<file path="src/rtl/seq_shift_add_multiplier.sv">
// ---------------------------------------------------------------------------
// seq_shift_add_multiplier
// Multi-cycle multiplier for the execution datapath. Each operation takes
// WIDTH iterations. Unsigned operations use shift-add. Signed operations use
// radix-2 Booth recoding. The result stays registered until the next
// operation completes.
//
// Ports
//   clk              in   1        clock, all state updates on posedge
//   rst              in   1        asynchronous reset, active low
//   start            in   1        request, sampled only in IDLE or DONE
//   signed_mode      in   1        1 = two's-complement operands, 0 = unsigned
//   multiplicand_in  in   WIDTH    operand A, captured on accepted start
//   multiplier_in    in   WIDTH    operand B, captured on accepted start
//   busy             out  1        1 while iterating (CALC)
//   ready            out  1        1 in DONE, product_out valid
//   product_out      out  2*WIDTH  final product, registered
// ---------------------------------------------------------------------------
module seq_shift_add_multiplier #(
    parameter  int WIDTH = 32,
    localparam int CNT_W = $clog2(WIDTH + 1)
) (
    input  logic                 clk,
    input  logic                 rst,
    input  logic                 start,
    input  logic                 signed_mode,
    input  logic [WIDTH-1:0]     multiplicand_in,
    input  logic [WIDTH-1:0]     multiplier_in,
    output logic                 busy,
    output logic                 ready,
    output logic [2*WIDTH-1:0]   product_out
);

    typedef enum logic [1:0] {
        S_IDLE = 2'd0,
        S_CALC = 2'd1,
        S_DONE = 2'd2
    } state_t;

    state_t             r_state;
    state_t             w_state_nxt;
    logic               r_busy;
    logic               r_ready;
    logic               w_busy_nxt;
    logic               w_ready_nxt;

    logic [WIDTH-1:0]   r_m;
    logic               r_mode;
    // One guard bit above WIDTH so that subtracting -2^(WIDTH-1) cannot overflow
    logic [WIDTH:0]     r_u;
    logic [WIDTH-1:0]   r_p;
    logic               r_q1;
    logic [CNT_W-1:0]   r_cnt;
    logic [2*WIDTH-1:0] r_product;

    logic [WIDTH:0]     w_m_ext;
    logic [WIDTH:0]     w_sum;
    logic [WIDTH:0]     w_u_nxt;
    logic [WIDTH-1:0]   w_p_nxt;
    logic               w_q1_nxt;
    logic               w_accept;
    logic               w_last;

    assign w_accept = start && ((r_state == S_IDLE) || (r_state == S_DONE));
    assign w_last   = (r_state == S_CALC) && (r_cnt == CNT_W'(WIDTH - 1));

    // State register, with busy/ready registered alongside the state
    always_ff @(posedge clk or negedge rst) begin
        if (!rst) begin
            r_state <= S_IDLE;
            r_busy  <= 1'b0;
            r_ready <= 1'b0;
        end else begin
            r_state <= w_state_nxt;
            r_busy  <= w_busy_nxt;
            r_ready <= w_ready_nxt;
        end
    end

    // Next-state logic
    always_comb begin
        w_state_nxt = r_state;
        case (r_state)
            S_IDLE: begin
                if (start) w_state_nxt = S_CALC;
                else       w_state_nxt = S_IDLE;
            end
            S_CALC: begin
                if (w_last) w_state_nxt = S_DONE;
                else        w_state_nxt = S_CALC;
            end
            S_DONE: begin
                if (start) w_state_nxt = S_CALC;
                else       w_state_nxt = S_DONE;
            end
            default: w_state_nxt = S_IDLE;
        endcase
    end

    // Output decode from the next state so busy/ready can come straight from flops
    always_comb begin
        w_busy_nxt  = (w_state_nxt == S_CALC);
        w_ready_nxt = (w_state_nxt == S_DONE);
    end

    // Add/subtract step: unsigned adds M when P[0] is set, Booth looks at {P[0],q_1}
    always_comb begin
        w_m_ext = r_mode ? {r_m[WIDTH-1], r_m} : {1'b0, r_m};
        w_sum   = r_u;
        if (r_mode) begin
            case ({r_p[0], r_q1})
                2'b01:   w_sum = r_u + w_m_ext;
                2'b10:   w_sum = r_u - w_m_ext;
                default: w_sum = r_u;
            endcase
        end else begin
            if (r_p[0]) w_sum = r_u + w_m_ext;
            else        w_sum = r_u;
        end
    end

    // Right shift of {U,P,q_1}. Signed mode replicates the sign bit. Unsigned
    // mode feeds the carry into U[WIDTH-1] and clears the guard bit.
    always_comb begin
        w_u_nxt  = {(r_mode ? w_sum[WIDTH] : 1'b0), w_sum[WIDTH:1]};
        w_p_nxt  = {w_sum[0], r_p[WIDTH-1:1]};
        w_q1_nxt = r_p[0];
    end

    // Operand capture and iteration registers
    always_ff @(posedge clk or negedge rst) begin
        if (!rst) begin
            r_m    <= {WIDTH{1'b0}};
            r_mode <= 1'b0;
            r_u    <= {(WIDTH+1){1'b0}};
            r_p    <= {WIDTH{1'b0}};
            r_q1   <= 1'b0;
            r_cnt  <= {CNT_W{1'b0}};
        end else if (w_accept) begin
            r_m    <= multiplicand_in;
            r_mode <= signed_mode;
            r_u    <= {(WIDTH+1){1'b0}};
            r_p    <= multiplier_in;
            r_q1   <= 1'b0;
            r_cnt  <= {CNT_W{1'b0}};
        end else if (r_state == S_CALC) begin
            r_u    <= w_u_nxt;
            r_p    <= w_p_nxt;
            r_q1   <= w_q1_nxt;
            r_cnt  <= r_cnt + CNT_W'(1);
        end
    end

    // Result register: loads only on the last iteration, so it holds the
    // previous result while a new operation is running
    always_ff @(posedge clk or negedge rst) begin
        if (!rst) begin
            r_product <= {(2*WIDTH){1'b0}};
        end else if (w_last) begin
            r_product <= {w_u_nxt[WIDTH-1:0], w_p_nxt};
        end
    end

    assign busy        = r_busy;
    assign ready       = r_ready;
    assign product_out = r_product;

endmodule
</file>
<file path="config.mk">
export PLATFORM = sky130hd
export DESIGN_NAME = seq_shift_add_multiplier
export DESIGN_NICKNAME = d
export VERILOG_FILES = /design/src/rtl/seq_shift_add_multiplier.sv
export SDC_FILE = /design/constraint.sdc
export NUM_CORES = 1
export LEC_CHECK = 0
export CAP_MARGIN = 20
export CORE_ASPECT_RATIO = 1.25
export CORE_MARGIN = 3
export CORE_UTILIZATION = 47
export DETAILED_ROUTE_END_ITERATION = 7
export PLACE_DENSITY_LB_ADDON = 0.05
export SETUP_SLACK_MARGIN = 0.5
export SYNTH_ARGS = -nofsm -noshare
export SYNTH_HDL_FRONTEND = slang
export SYNTH_SLANG_ARGS = --single-unit
</file>
<file path="constraint.sdc">
create_clock -name clk -period 4.27 [get_ports clk]
set_input_delay 0.854 -clock clk [delete_from_list [all_inputs] [get_ports clk]]
set_output_delay 0.854 -clock clk [all_outputs]
set_load 0.01 [all_outputs]
</file>
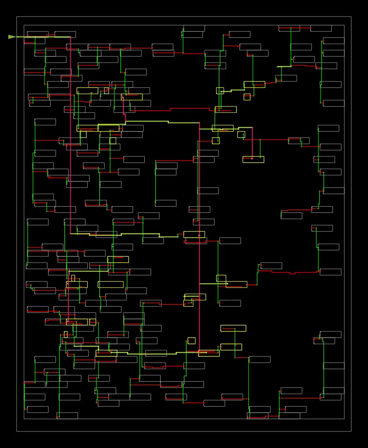
Run 1: clock wiring as the flow saved it
worst-skew pair later-pin latency: 440 ps
clkbuf count: 19
total CTS buffers: 17
skew final: 9.60 ps
Clock Sinks: 173

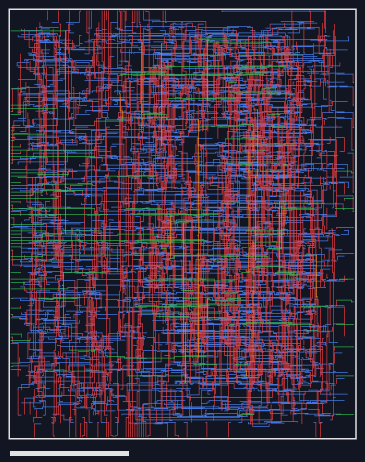
Run 1: routed metal, one color a layer
The bar under the picture is 50 um long.
color	layer	wire length
green	M3	2460 um
blue	M1	16400 um
red	M2	17600 um
orange	M4	703 um

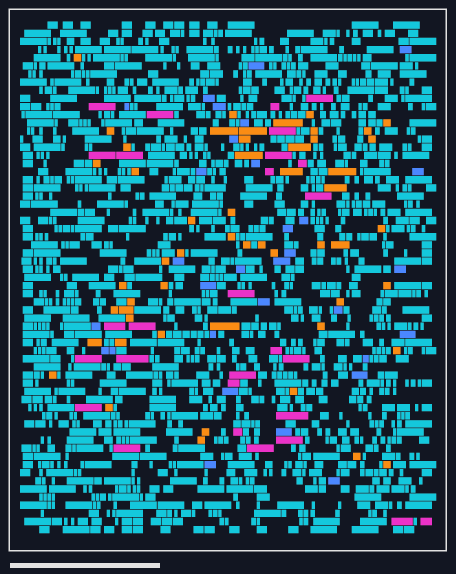
Run 1: cell sizes after repair
The bar under the picture is 50 um long.
color	size	cells
orange	x3 and x4	53
blue	x2	31
cyan	x1 and smaller	1403
magenta	x6 and larger	28

==> flow_metrics.py, run 1 <==
# Generated from Yosys and OpenROAD reports
metrics = {
    "status": {
        "status": "finished, final reports clean",
    },
    "clock_network": {
        "cts_resized": 5,
        "cts_hold_buf": 0,
        "cts_root_buf": "clkbuf_16",
        "clockBufferDepth": 2,
        "htreeDepth": 4,
        "cts.clk_slew.worst_paths_ps": 70,
        "cts_setup_buffers": 1,
        "cts_tree": "done",
    },
    "layout": {
        "drive_above_1_share_pct": 7.39,
        "synthToLayoutAreaGrowth_pct": 21.0,
        "seq_cell_count": 173,
        "final-clk-cell-share_pct": 4.23,
        "regArea_mm2": 0.00433,
        "fill_cells": 2240,
        "finalNonFillerCells": 1840,
        "antenna_cells": 0,
        "comb_cells": 1072,
        "num-nonclk-inverters": 68,
        "sh_seq_area_pct": 31.2,
        "final_cell_mix": "302 x nand2_1, 173 x dfrtp_1, 132 x clkdlybuf4s50_1, 108 x o21ai_0, 103 x nor2_1",
        "nets": 1639,
        "lay_top_count": "nand2_1",
    },
    "final_timing": {
        "fin_crit_ps": 3740,
        "fmax_mhz": 267,
        "setup_viol": 0,
        "setup_tns_ps": 0,
        "finalCritPeriodShare_pct": 87.7,
        "finalMaxSlewViolations": 0,
        "rsz0062_at_grt": "yes",
        "worstMarginPinSlew_ps": 913,
    },
    "placement": {
        "port_buffers": 133,
        "dp_hpwl_mm": 25.6,
        "place_congestion": 0.931,
        "dpl.cell_count": 1805,
    },
    "floorplanning": {
        "rows": 63,
        "taps": 325,
        "chipWidth_um": 146,
        "fp_util_pct": 47.9,
        "ios": 134,
        "chip_area_mm2": 0.0263,
        "die_h_um": 181,
    },
    "drt": {
        "met1_length_mm": 16.4,
        "route.met2.wl_mm": 17.6,
        "vias": 10667,
        "drt_drc_violations_left": 0,
        "top_layer_used": "met4",
        "ant_nets": 0,
        "met3_length_mm": 2.46,
    },
    "global_route": {
        "antenna_found_initial": 0,
        "grtUsageMet2_pct": 45.3,
        "grt-ovfl-total": 0,
        "use_met1_pct": 39.4,
        "grt_pass1_vias": 10623,
    },
    "worst_setup_path": {
        "cp-end-kind": "register",
        "r2r-end": "product_out[62]$_DFFE_PN0P_",
        "crit_fanout": 10,
        "crit_family": "AND-OR/OR-AND gates",
        "arrival_ps": 4060,
        "rrSetupSlack_ps": 530,
        "startpoint": "r_u[6]$_DFFE_PN0P_",
        "slowest_stage": "ha_2",
        "worst_path_largest_cell_delay_ps": 470,
        "path_cells": "ha_2 > nor2b_2 > or4_4 > a2bb2oi_4 > a41oi_4 > o311ai_4 > a31o_4 > a2111oi_4 > nor2_2 > a2111oi_0 > nand4b_1 > o211ai_1",
        "critical_path_depth": 12,
        "worstSetupPathType": "reg2reg",
        "timing.rr.start": "r_u[6]$_DFFE_PN0P_",
    },
    "logic_synthesis": {
        "adder_share_pct": 7.67,
        "topCombFamilyByArea": "AND-OR/OR-AND gates",
        "syn_inst": 1412,
        "yosysTopAreaCellShare_pct": 37.8,
        "synth_warnings": 0,
        "ys_sh_simple_pct": 18.9,
        "aoi_share_pct": 25.1,
        "edf_count": 0,
        "postSynthAreaPerCell_um2": 8.11,
        "synth-xor-area-share_pct": 3.52,
        "most_common_cell": "nand2_1",
        "muxShareOfSynthArea_pct": 1.39,
        "floorplan.nets": 1549,
        "synthTopCellsByArea": "dfrtp_1 38%, nand2_1 9.9%, ha_1 7.3%, o21ai_0 4.8%, a21oi_1 4.1%",
        "ys_async_sr_fraction_pct": 100,
        "synth-seq-area-share_pct": 37.8,
        "ys.flops": 173,
    },
    "run": {
        "cap_viol_max_count": 0,
    },
    "worst_hold_path": {
        "min_path_type": "in2async",
    },
}
## run 1: metrics by stage
| stage | setup slack (ps) | cell area (um^2) | hold slack [ps] | utilization [%] |
|---|---|---|---|---|
| 2_1_floorplan | 795 | 11500 | 453 | - |
| 3_3_place_gp | 432 | 13100 | 452 | 54.9 |
| 3_5_place_dp | 342 | 13100 | 459 | 54.9 |
| 4_1_cts | 476 | 13700 | 459 | 57.5 |
| 5_1_grt | 423 | 13900 | 497 | 58.0 |
| 6_report | 525 | 13900 | 442 | 58.0 |
Run 1, sequential cells grouped by signal name:
The bar under the picture is 50 um long. Other sequential cells in the stronger gray, the rest of the logic in the fainter gray.
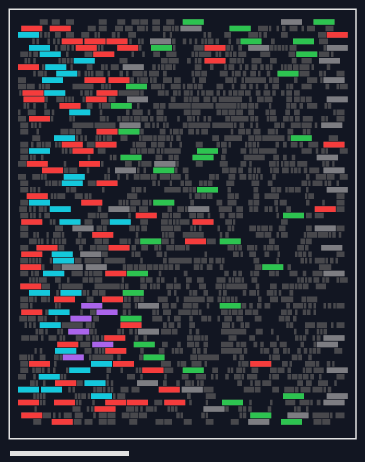

## Run 2: what changed since run 1
--- a/config.mk
+++ b/config.mk
@@ -11,6 +11,7 @@
 export CORE_UTILIZATION = 47
 export DETAILED_ROUTE_END_ITERATION = 7
 export PLACE_DENSITY_LB_ADDON = 0.05
+export REMOVE_ABC_BUFFERS = 1
 export SETUP_SLACK_MARGIN = 0.5
 export SYNTH_ARGS = -nofsm -noshare
 export SYNTH_HDL_FRONTEND = slang
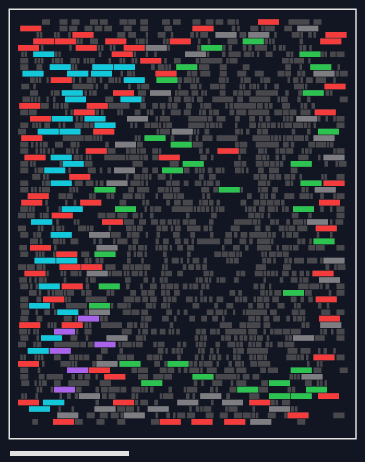
Run 2: sequential cells grouped by signal name
The bar under the picture is 50 um long. Other sequential cells in the stronger gray, the rest of the logic in the fainter gray.
color	signal	placed flops
red	`product_out`	64
purple	`r_cnt`	6
cyan	`r_p`	32
green	`r_u`	33
not colored	38

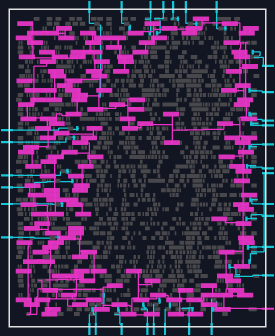
Run 2: I/O nets highlighted
color	port	bits	direction	edge	end cells	buffers	wire
cyan	`multiplicand_in`	32	input	11 east, 8 south, 7 north, 6 west	32	32	658 um
magenta	`rst`	1	input	east	173	4	1500 um

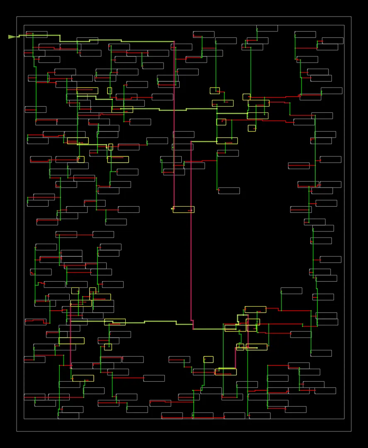
Run 2: clock wiring as the flow saved it
worst-skew pair later-pin latency: 450 ps
clkbuf count: 17
num sequential: 173
skew final: 11.2 ps

==> run 2 against run 1 <==
Compared with the run above: cell count shrank 0.33%; synthesized cell count stayed put; wire length decreased by 4.7%; clock-buffer cell count decreased by 2; non-clock buffer count down 6; clock skew is 1.6 ps higher; critical endpoint is now r_u[30]$_DFFE_PN0P_; area after synthesis stayed put; critical path type unchanged; design area shrank 0.39%; register-to-register slack better by 130 ps; critical path depth up 1.
==> flow_metrics.py, run 2 <==
# Generated from Yosys and OpenROAD reports
metrics = {
    "logic_synthesis": {
        "ys_sh_simple_pct": 18.9,
        "edf_count": 0,
        "aoi_share_pct": 25.1,
        "synth_warnings": 0,
        "synth-xor-area-share_pct": 3.52,
        "synth-seq-area-share_pct": 37.8,
        "syn_inst": 1412,
        "ys.flops": 173,
        "topCombFamilyByArea": "AND-OR/OR-AND gates",
        "yosysTopAreaCellShare_pct": 37.8,
        "most_common_cell": "nand2_1",
        "muxShareOfSynthArea_pct": 1.39,
        "adder_share_pct": 7.67,
        "ys_async_sr_fraction_pct": 100,
        "common_cells": "303 x nand2_1, 173 x dfrtp_1, 109 x o21ai_0, 104 x nor2_1, 94 x a21oi_1",
        "postSynthAreaPerCell_um2": 8.11,
        "yosys.area.top_type": "dfrtp_1",
        "synthTopCellsByArea": "dfrtp_1 38%, nand2_1 9.9%, ha_1 7.3%, o21ai_0 4.8%, a21oi_1 4.1%",
    },
    "global_route": {
        "grt-ovfl-total": 0,
        "grt_pass1_vias": 10695,
        "grtUsageMet2_pct": 44.2,
        "grt_start_max_net_pins": 88,
        "antenna_found_initial": 0,
        "top_usage_layer": "met2",
        "use_met1_pct": 35.0,
        "use_met3_pct": 5.21,
    },
    "floorplanning": {
        "fp_util_pct": 47.9,
        "die_h_um": 181,
        "chip_area_mm2": 0.0263,
        "ios": 134,
        "rows": 63,
        "chipWidth_um": 146,
    },
    "drt": {
        "ant_nets": 0,
        "wl_mm": 35.4,
        "met3_length_mm": 2.09,
        "met1_length_mm": 15.5,
        "drt_drc_violations_left": 0,
        "route.met2.wl_mm": 16.9,
        "routedWlPerCell_um": 19.3,
        "vias": 10646,
        "top_layer_used": "met4",
    },
    "worst_setup_path": {
        "path_cells": "inv_1 > ha_1 > nand2b_1 > a221oi_4 > a2bb2oi_4 > a41oi_4 > o311ai_2 > a31o_4 > a2111oi_4 > or3_1 > a21oi_1 > o41ai_1 > or2_1",
        "worst_path_largest_cell_delay_ps": 400,
        "critical_path_depth": 13,
        "timing.rr.start": "r_m[1]$_DFFE_PN0P_",
        "worstSetupPathType": "reg2reg",
        "crit_family": "AND-OR/OR-AND gates",
        "startpoint": "r_m[1]$_DFFE_PN0P_",
        "slowest_stage": "dfrtp_1",
        "crit_fanout": 5,
        "cp-end-kind": "register",
        "rrSetupSlack_ps": 650,
        "r2r-end": "r_u[30]$_DFFE_PN0P_",
        "arrival_ps": 3950,
    },
    "final_timing": {
        "setup_viol": 0,
        "setup_tns_ps": 0,
        "worstMarginPinSlew_ps": 1150,
        "hold-worst-slack_ps": 463,
        "rsz0062_at_grt": "yes",
        "finalWorstSetupSlack_ps": 655,
        "finalMaxSlewViolations": 0,
        "relSlewSlack_pct": 23.6,
        "finalCritPeriodShare_pct": 84.7,
        "fmax_mhz": 277,
        "fin_crit_ps": 3620,
    },
    "placement": {
        "place_congestion": 0.910,
        "place_ws_ps": 320,
        "port_buffers": 133,
        "dp_hpwl_mm": 23.9,
        "dpl.cell_count": 1800,
        "dpl_cell_area_mm2": 0.0131,
    },
    "layout": {
        "lay_top_count": "nand2_1",
        "nets": 1633,
        "drive_above_1_share_pct": 7.29,
        "synthToLayoutAreaGrowth_pct": 20.5,
        "final_core_util_pct": 57.8,
        "fin_area_mm2": 0.0138,
        "finalNonFillerCells": 1834,
        "antenna_cells": 0,
        "final_cell_mix": "302 x nand2_1, 173 x dfrtp_1, 132 x clkdlybuf4s50_1, 108 x o21ai_0, 103 x nor2_1",
    },
    "worst_hold_path": {
        "min_path_type": "in2async",
    },
    "run": {
        "cap_viol_max_count": 0,
        "warnings": 59,
    },
    "clock_network": {
        "cts_hold_buf": 0,
        "clockBufferDepth": 2,
        "cts.clk_slew.worst_paths_ps": 70,
        "cts_root_buf": "clkbuf_16",
        "htreeDepth": 4,
        "cts_tree": "done",
        "cts_buffers": 17,
        "clock-sinks": 173,
    },
    "status": {
        "status": "finished, final reports clean",
    },
}
==> run 2: netlist changes by cell type in the layout (fill, tap and decap cells not counted), sizes merged <==
cell and change:
bufinv -1, buf -7, clkinv +5, clkinvlp -1
inv -1, clkbuf -1
==> run 2: repair_timing <==
item / 4_1_cts / 5_1_grt
resized: 5 / 18
hold endpoints to repair: 0 / 0
pin swaps: 1 / 1
endpoints found under the setup margin: 3 / 16
setup buffers: 1 / 1
==> run 2: cell type report <==
| class | instances | area [um^2] |
|---|---|---|
| Clock buffer | 17 | 425 |
| Clock inverter | 15 | 160 |
| Fill cell | 2254 | 10100 |
| Inverter | 68 | 259 |
| Multi-Input combinational cell | 1072 | 6640 |
| Sequential cell | 173 | 4330 |
| Tap cell | 325 | 407 |
| Timing Repair Buffer | 164 | 1580 |
## Run 3: what changed since run 2
==> constraint.sdc (replaced) <==
create_clock -name clk -period 3.76 [get_ports clk]
set_input_delay 0.752 -clock clk [delete_from_list [all_inputs] [get_ports clk]]
set_output_delay 0.752 -clock clk [all_outputs]
set_load 0.01 [all_outputs]
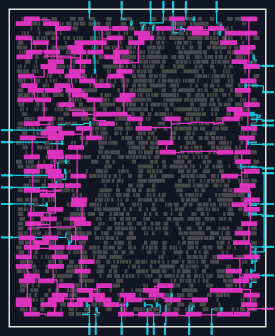
Run 3: I/O nets highlighted
color	port	bits	direction	edge	end cells	buffers	wire
cyan	`multiplicand_in`	32	input	11 east, 8 south, 7 north, 6 west	32	32	657 um
magenta	`rst`	1	input	east	173	5	1450 um

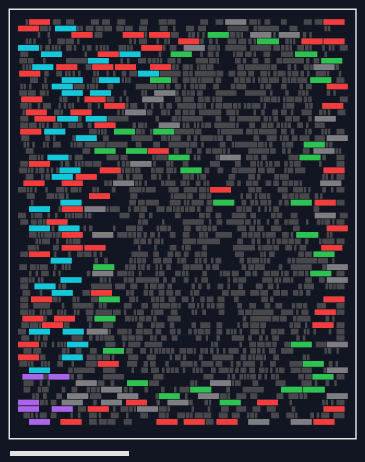
Run 3: sequential cells grouped by signal name
The bar under the picture is 50 um long. Other sequential cells in the stronger gray, the rest of the logic in the fainter gray.
color	signal	placed flops	where
cyan	`r_p`	32	a vertical strip on the left
green	`r_u`	33	widely spread
red	`product_out`	64	widely spread
purple	`r_cnt`	6	south-west
not colored	38

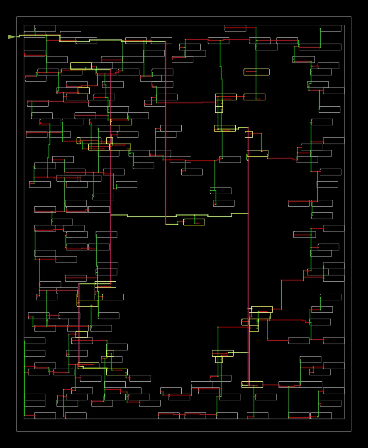
Run 3: clock wiring as the flow saved it
skew final: 12.5 ps
clkbuf count: 20

==> run 3 against run 2 <==
Compared with the run above: wire length is 4.9% higher; synthesized cell count stayed put; global-route usage is 1.6 points higher; non-clock buffer count is 82 higher; clock skew is 1.3 ps higher; critical path type unchanged; largest cell class unchanged.
==> flow_metrics.py, run 3 <==
# Generated from Yosys and OpenROAD reports
metrics = {
    "layout": {
        "nets": 1715,
        "drive_above_1_share_pct": 16.7,
        "antenna_cells": 0,
        "fill_cells": 2125,
        "fin_area_mm2": 0.0149,
    },
    "final_timing": {
        "fmax_mhz": 294,
        "rsz0062_at_grt": "yes",
        "finalCritPeriodShare_pct": 90.4,
        "worstMarginPinSlew_ps": 968,
        "setup_tns_ps": 0,
        "setup_viol": 0,
        "finalWorstSetupSlack_ps": 360,
        "relSlewSlack_pct": 35.4,
        "fin_crit_ps": 3400,
        "hold-worst-slack_ps": 340,
    },
    "global_route": {
        "grt-ovfl-total": 0,
        "top_usage_layer": "met2",
        "grt_start_max_net_pins": 86,
        "grt_pass1_vias": 11106,
        "grtUsageMet2_pct": 47.2,
        "use_met1_pct": 36.3,
    },
    "drt": {
        "routedWlPerCell_um": 19.4,
        "met3_length_mm": 2.05,
        "drt_drc_violations_left": 0,
        "wl_mm": 37.1,
        "top_layer_used": "met4",
        "ant_nets": 0,
        "route.met2.wl_mm": 17.7,
        "met1_length_mm": 16.1,
    },
    "worst_setup_path": {
        "crit_family": "AND-OR/OR-AND gates",
        "cp-end-kind": "register",
        "critical_path_depth": 14,
        "worst_path_largest_cell_delay_ps": 400,
        "worstSetupPathType": "reg2reg",
        "path_cells": "ha_4 > inv_2 > fa_2 > o21ba_4 > o2111ai_4 > a31oi_4 > o31ai_4 > o21ai_2 > o311ai_2 > o21ai_2 > xnor2_2 > mux2i_2 > o2111ai_2 > mux2_4",
        "arrival_ps": 3730,
        "slowest_stage": "fa_2",
        "rrSetupSlack_ps": 360,
        "startpoint": "r_u[0]$_DFFE_PN0P_",
    },
    "logic_synthesis": {
        "synth-seq-area-share_pct": 37.8,
        "adder_share_pct": 7.67,
        "common_cells": "303 x nand2_1, 173 x dfrtp_1, 109 x o21ai_0, 104 x nor2_1, 94 x a21oi_1",
        "ys_sh_simple_pct": 18.9,
        "syn_inst": 1412,
        "edf_count": 0,
        "topCombFamilyByArea": "AND-OR/OR-AND gates",
        "yosys.area.top_type": "dfrtp_1",
        "ys.flops": 173,
        "postSynthAreaPerCell_um2": 8.11,
        "muxShareOfSynthArea_pct": 1.39,
    },
    "floorplanning": {
        "die_h_um": 181,
        "fp_util_pct": 47.9,
        "ios": 134,
        "chipWidth_um": 146,
        "rows": 63,
    },
    "placement": {
        "place_ws_ps": 70.7,
        "place_congestion": 0.955,
        "port_buffers": 133,
        "dpl_cell_area_mm2": 0.0134,
        "dpl.cell_count": 1846,
    },
    "worst_hold_path": {
        "min_path_type": "in2async",
    },
    "clock_network": {
        "cts_root_buf": "clkbuf_16",
        "cts.clk_slew.worst_paths_ps": 70,
        "cts_setup_buffers": 26,
        "cts_resized": 72,
        "clk_latency_ps": 450,
        "cts_buffers": 17,
        "clockBufferDepth": 2,
        "cts_hold_buf": 0,
    },
    "run": {
        "warnings": 60,
    },
    "status": {
        "status": "finished, final reports clean",
    },
}
## run 3: cell types whose count changed in the layout (fill, tap and decap cells not counted), moves of 6 or more
cell / delta
a21oi_1: -13
a21oi_2: +13
buf_4: +73
buf_6: +6
ha_1: -15
ha_4: +12
inv_1: -7
inv_2: +7
o21ai_0: -8
## run 3: cell type report
type | instances | area, um^2 | area share, %
clock buffer | 20 | 457 | 3.06
clock inverter | 12 | 125 | 0.838
inverter | 68 | 255 | 1.71
multi-input combinational | 1072 | 7100 | 47.6
sequential | 173 | 4330 | 29.0
tap | 325 | 407 | 2.72
timing repair buffer | 246 | 2250 | 15.1
